$ cat src/rtl/adc_pkg.sv
// Shared widths, channel count and LED bar constants for the ADC averaging path.
package adc_pkg;
  localparam int ADC_W        = 12;
  localparam int CH_W         = 3;
  localparam int NUM_CH       = 8;
  localparam int LED_N        = 8;
  localparam int LED_STEP     = 512;
  localparam int AVG_LOG2_MAX = 4;
  localparam int SUM_W        = ADC_W + AVG_LOG2_MAX;

  // Block average by right shift; the result always fits in ADC_W bits.
  function automatic logic [ADC_W-1:0] avg_trunc(input logic [SUM_W-1:0] sum,
                                                 input int unsigned log2);
    return ADC_W'(sum >> log2);
  endfunction
endpackage

$ cat src/rtl/adc_led_bar.sv
// Registered thermometer bar: bit i lit when the value exceeds i*LED_STEP.
module adc_led_bar
  import adc_pkg::*;
(
  input  logic             iCLK,
  input  logic             iRST,
  input  logic [ADC_W-1:0] iVAL,
  output logic [LED_N-1:0] oLED
);
  logic [LED_N-1:0] w_bar;
  logic [LED_N-1:0] r_led;

  always_comb begin
    w_bar = '0;
    for (int i = 0; i < LED_N; i++) begin
      w_bar[i] = (iVAL > ADC_W'(i * LED_STEP));
    end
  end

  always_ff @(posedge iCLK or negedge iRST) begin
    if (!iRST) begin
      r_led <= '0;
    end else begin
      r_led <= w_bar;
    end
  end

  assign oLED = r_led;
endmodule

$ cat src/rtl/adc_ch_avg.sv
// Per-channel block averager for tagged ADC samples, with a result bank and an LED bar
// for one selectable channel. One sample per cycle, average strobed one cycle after the last.
module adc_ch_avg
  import adc_pkg::*;
#(
  parameter int AVG_LOG2 = 2
) (
  input  logic             iCLK,
  input  logic             iRST,
  input  logic             iVALID,
  input  logic [ADC_W-1:0] iSAMPLE,
  input  logic [CH_W-1:0]  iSCH,
  input  logic             iCLR,
  input  logic [CH_W-1:0]  iDISP_CH,
  output logic             oAVG_VALID,
  output logic [ADC_W-1:0] oAVG,
  output logic [CH_W-1:0]  oAVG_CH,
  output logic [LED_N-1:0] oLED
);
  localparam int ACC_W = ADC_W + AVG_LOG2;
  localparam int CNT_W = (AVG_LOG2 > 0) ? AVG_LOG2 : 1;
  localparam logic [CNT_W-1:0] CNT_LAST = CNT_W'((1 << AVG_LOG2) - 1);

  logic [ACC_W-1:0] r_acc  [NUM_CH];
  logic [CNT_W-1:0] r_cnt  [NUM_CH];
  logic [ADC_W-1:0] r_bank [NUM_CH];
  logic             r_avg_vld;
  logic [ADC_W-1:0] r_avg;
  logic [CH_W-1:0]  r_avg_ch;

  logic [ACC_W-1:0] w_sum;
  logic             w_last;
  logic [ADC_W-1:0] w_avg;
  logic [ADC_W-1:0] w_disp;

  assign w_sum  = r_acc[iSCH] + ACC_W'(iSAMPLE);
  assign w_last = (r_cnt[iSCH] == CNT_LAST);
  assign w_avg  = avg_trunc(SUM_W'(w_sum), AVG_LOG2);

  always_ff @(posedge iCLK or negedge iRST) begin
    if (!iRST) begin
      for (int i = 0; i < NUM_CH; i++) begin
        r_acc[i]  <= '0;
        r_cnt[i]  <= '0;
        r_bank[i] <= '0;
      end
      r_avg_vld <= 1'b0;
      r_avg     <= '0;
      r_avg_ch  <= '0;
    end else if (iCLR) begin
      // Clear outranks a coincident sample, even a block-closing one.
      for (int i = 0; i < NUM_CH; i++) begin
        r_acc[i] <= '0;
        r_cnt[i] <= '0;
      end
      r_avg_vld <= 1'b0;
    end else begin
      r_avg_vld <= 1'b0;
      if (iVALID) begin
        if (w_last) begin
          r_acc[iSCH]  <= '0;
          r_cnt[iSCH]  <= '0;
          r_bank[iSCH] <= w_avg;
          r_avg        <= w_avg;
          r_avg_ch     <= iSCH;
          r_avg_vld    <= 1'b1;
        end else begin
          r_acc[iSCH] <= w_sum;
          r_cnt[iSCH] <= r_cnt[iSCH] + CNT_W'(1);
        end
      end
    end
  end

  assign w_disp = r_bank[iDISP_CH];

  adc_led_bar u_led_bar (
    .iCLK (iCLK),
    .iRST (iRST),
    .iVAL (w_disp),
    .oLED (oLED)
  );

  assign oAVG_VALID = r_avg_vld;
  assign oAVG       = r_avg;
  assign oAVG_CH    = r_avg_ch;
endmodule

$ cat config.mk
export PLATFORM = sky130hd
export DESIGN_NAME = adc_ch_avg
export DESIGN_NICKNAME = d
export VERILOG_FILES = /design/src/rtl/adc_pkg.sv /design/src/rtl/adc_led_bar.sv /design/src/rtl/adc_ch_avg.sv
export SDC_FILE = /design/constraint.sdc
export NUM_CORES = 1
export LEC_CHECK = 0
export CAP_MARGIN = 0
export CORE_MARGIN = 5
export CORE_UTILIZATION = 40
export DETAILED_ROUTE_END_ITERATION = 7
export GPL_TIMING_DRIVEN = 1
export SYNTH_ARGS = -nofsm -noshare
export SYNTH_HDL_FRONTEND = slang
export SYNTH_HIERARCHICAL = 1
export SYNTH_SLANG_ARGS = --single-unit
$ cat constraint.sdc
create_clock -name iCLK -period 8.75 [get_ports iCLK]
set_input_delay 2.625 -clock iCLK [delete_from_list [all_inputs] [get_ports iCLK]]
set_output_delay 2.625 -clock iCLK [all_outputs]
set_load 0.02 [all_outputs]
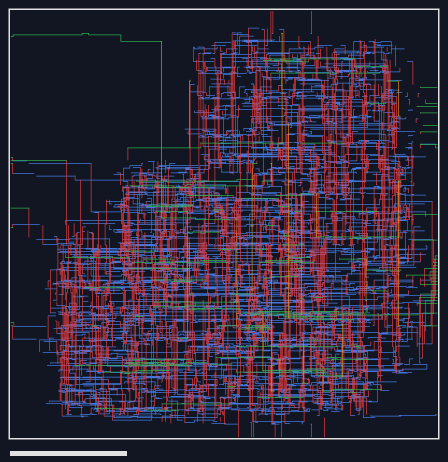
layers.png
Bar = 50 µm.
[orange] M4 | wire length: 716 µm
[blue] M1 | wire length: 15,500 µm
[red] M2 | wire length: 15,100 µm
[green] M3 | wire length: 1,950 µm
aggregate routed wire length: 33,200 µm
GRT Resource Usage Total: 0.198
WL per Instance: 20.7 µm
total vias in the final route: 8,981

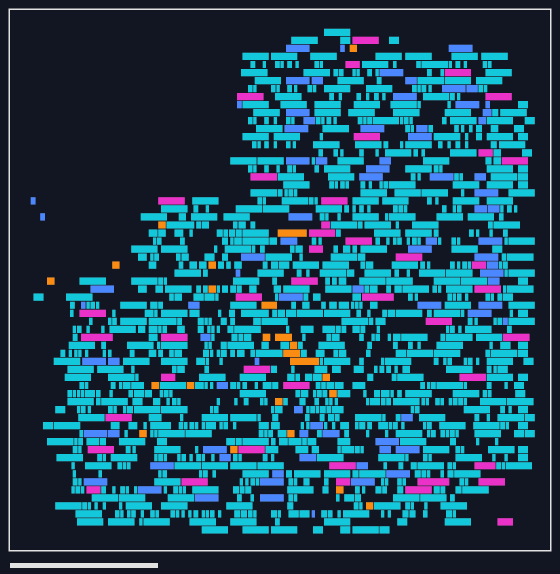
sizing.png
Bar = 50 µm.
[cyan] x1 and smaller | cells: 1,065 | share: 88%
[magenta] x6 and larger | cells: 42 | share: 3.5%
[blue] x2 | cells: 82 | share: 6.8%
[orange] x3 and x4 | cells: 23 | share: 1.9%
Buffers excl. clock: 62
cell area after layout: 13,700 µm²
Area growth, synth to finish: 14.1%

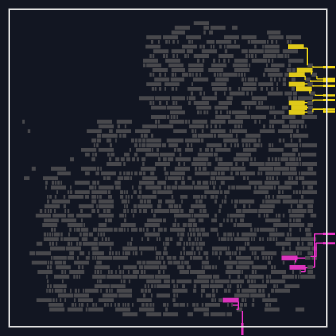
port_trees.png
[magenta] `oAVG_CH` | bits: 3 | direction: output | end cells: 3 | wire: 73.7 µm
[yellow] `oLED` | bits: 8 | direction: output | end cells: 8 | wire: 87.6 µm

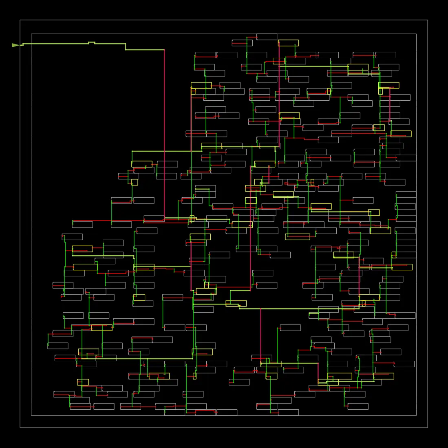
clock_nets.png
power dissipated in the clock network: 0.00123 W
clkbuf count: 40

==> notes.md <==
The full implementation flow was run.

The run finished with clean final reports. For this run, the leading register cell type out of synthesis is sky130_fd_sc_hd__dfrtp_1. The share of the Yosys chip area taken by registers is 0.518. In the post-synthesis netlist, the biggest area contributors are sky130_fd_sc_hd__dfrtp_1, sky130_fd_sc_hd__nand2_1, sky130_fd_sc_hd__mux4_2. Of the total synthesized cell area, the portion taken by XOR and XNOR cells is 0.0102. The placer's final routability congestion estimate stands at ~0.86. The report puts the cell count of the worst reg-to-reg path at 11. The critical path is of the in -> reg type.

Pin placement for this block handled 46 I/O pins. The period utilization stands at 0.705. The vias per cell stands at 5.60. STA puts the critical path data arrival time at ~6.5 ns.

The buffering stage count on the worst path with inverters included stands at 2. The final max-slew violation count recorded for this run is 0. Wire segments on met2 add up to between 15,000 and 20,000 µm in the final route. Once the clock tree was built, the setup fixing pass inserted 0 buffers.

The chip area line in the Yosys stat output reads 12,000 µm². By count the netlist is led by sky130_fd_sc_hd__nand2_1, sky130_fd_sc_hd__dfrtp_1, sky130_fd_sc_hd__o21ai_0, sky130_fd_sc_hd__a21oi_1, sky130_fd_sc_hd__clkbuf_1. The share of flip-flops with an asynchronous set or reset after synthesis stands at 1.00. The number of tap cells added at floorplan stands at approximately 390.

For this design, the CTS-stage hold fixing added 0 buffers. At the pin with the least slew margin, the transition time is around 1.3 ns. The max-cap violation count stands at 0. For this run, the number of standard cells in the final layout without fillers is about 1,600. STA classifies the critical path endpoint as a flop. Measured on the final layout, the clock distribution area share stands at 0.0708.

The power share of the sequential group stands at 0.445. The number of cells on the worst hold path is listed as 2. According to the floorplan report, the total die area is roughly 34,000 µm². The count of endpoints failing setup in the final report stands at 0.

The mapped netlist covers approximately 12,000 µm². The region available for standard cell placement spans between 20,000 and 30,000 µm². The y dimension of the die stands at roughly 180 µm. On met3, the global router reports a usage of 0.0331.

By instance count after routing, the leading logic cell types are sky130_fd_sc_hd__nand2_1, sky130_fd_sc_hd__dfrtp_1, sky130_fd_sc_hd__o21ai_0. In this run the cell area measured after placement is around 13,000 µm². The worst path in the final design needs a cycle of around 6 ns, including I/O delays and setup. The worst hold path begins at r_bank[13]$_DFFE_PN0P_. Looking at the clock tree report, the root buffer type is sky130_fd_sc_hd__clkbuf_16.

The switching share of power stands at 0.249. The number of multi-input combinational cells stands at 845. Across the routed clock network, the largest skew measured is 0.0346 ns. The count of mapped cells out of synthesis stands at ~1,200. The count of unresolved DRC violations after routing stands at 0.

The global-route wire length before repair stands at around 53,000 µm. Wire segments on met3 add up to around 2000 µm in the final route. The maximum ir drop on the vdd rail stands at about 0.00015 V. The maximum fanout encountered on the critical timing path stands at 39. The power in combinational cells stands at about 0.00024 W.
Power is estimated from default activity; no workload was simulated.
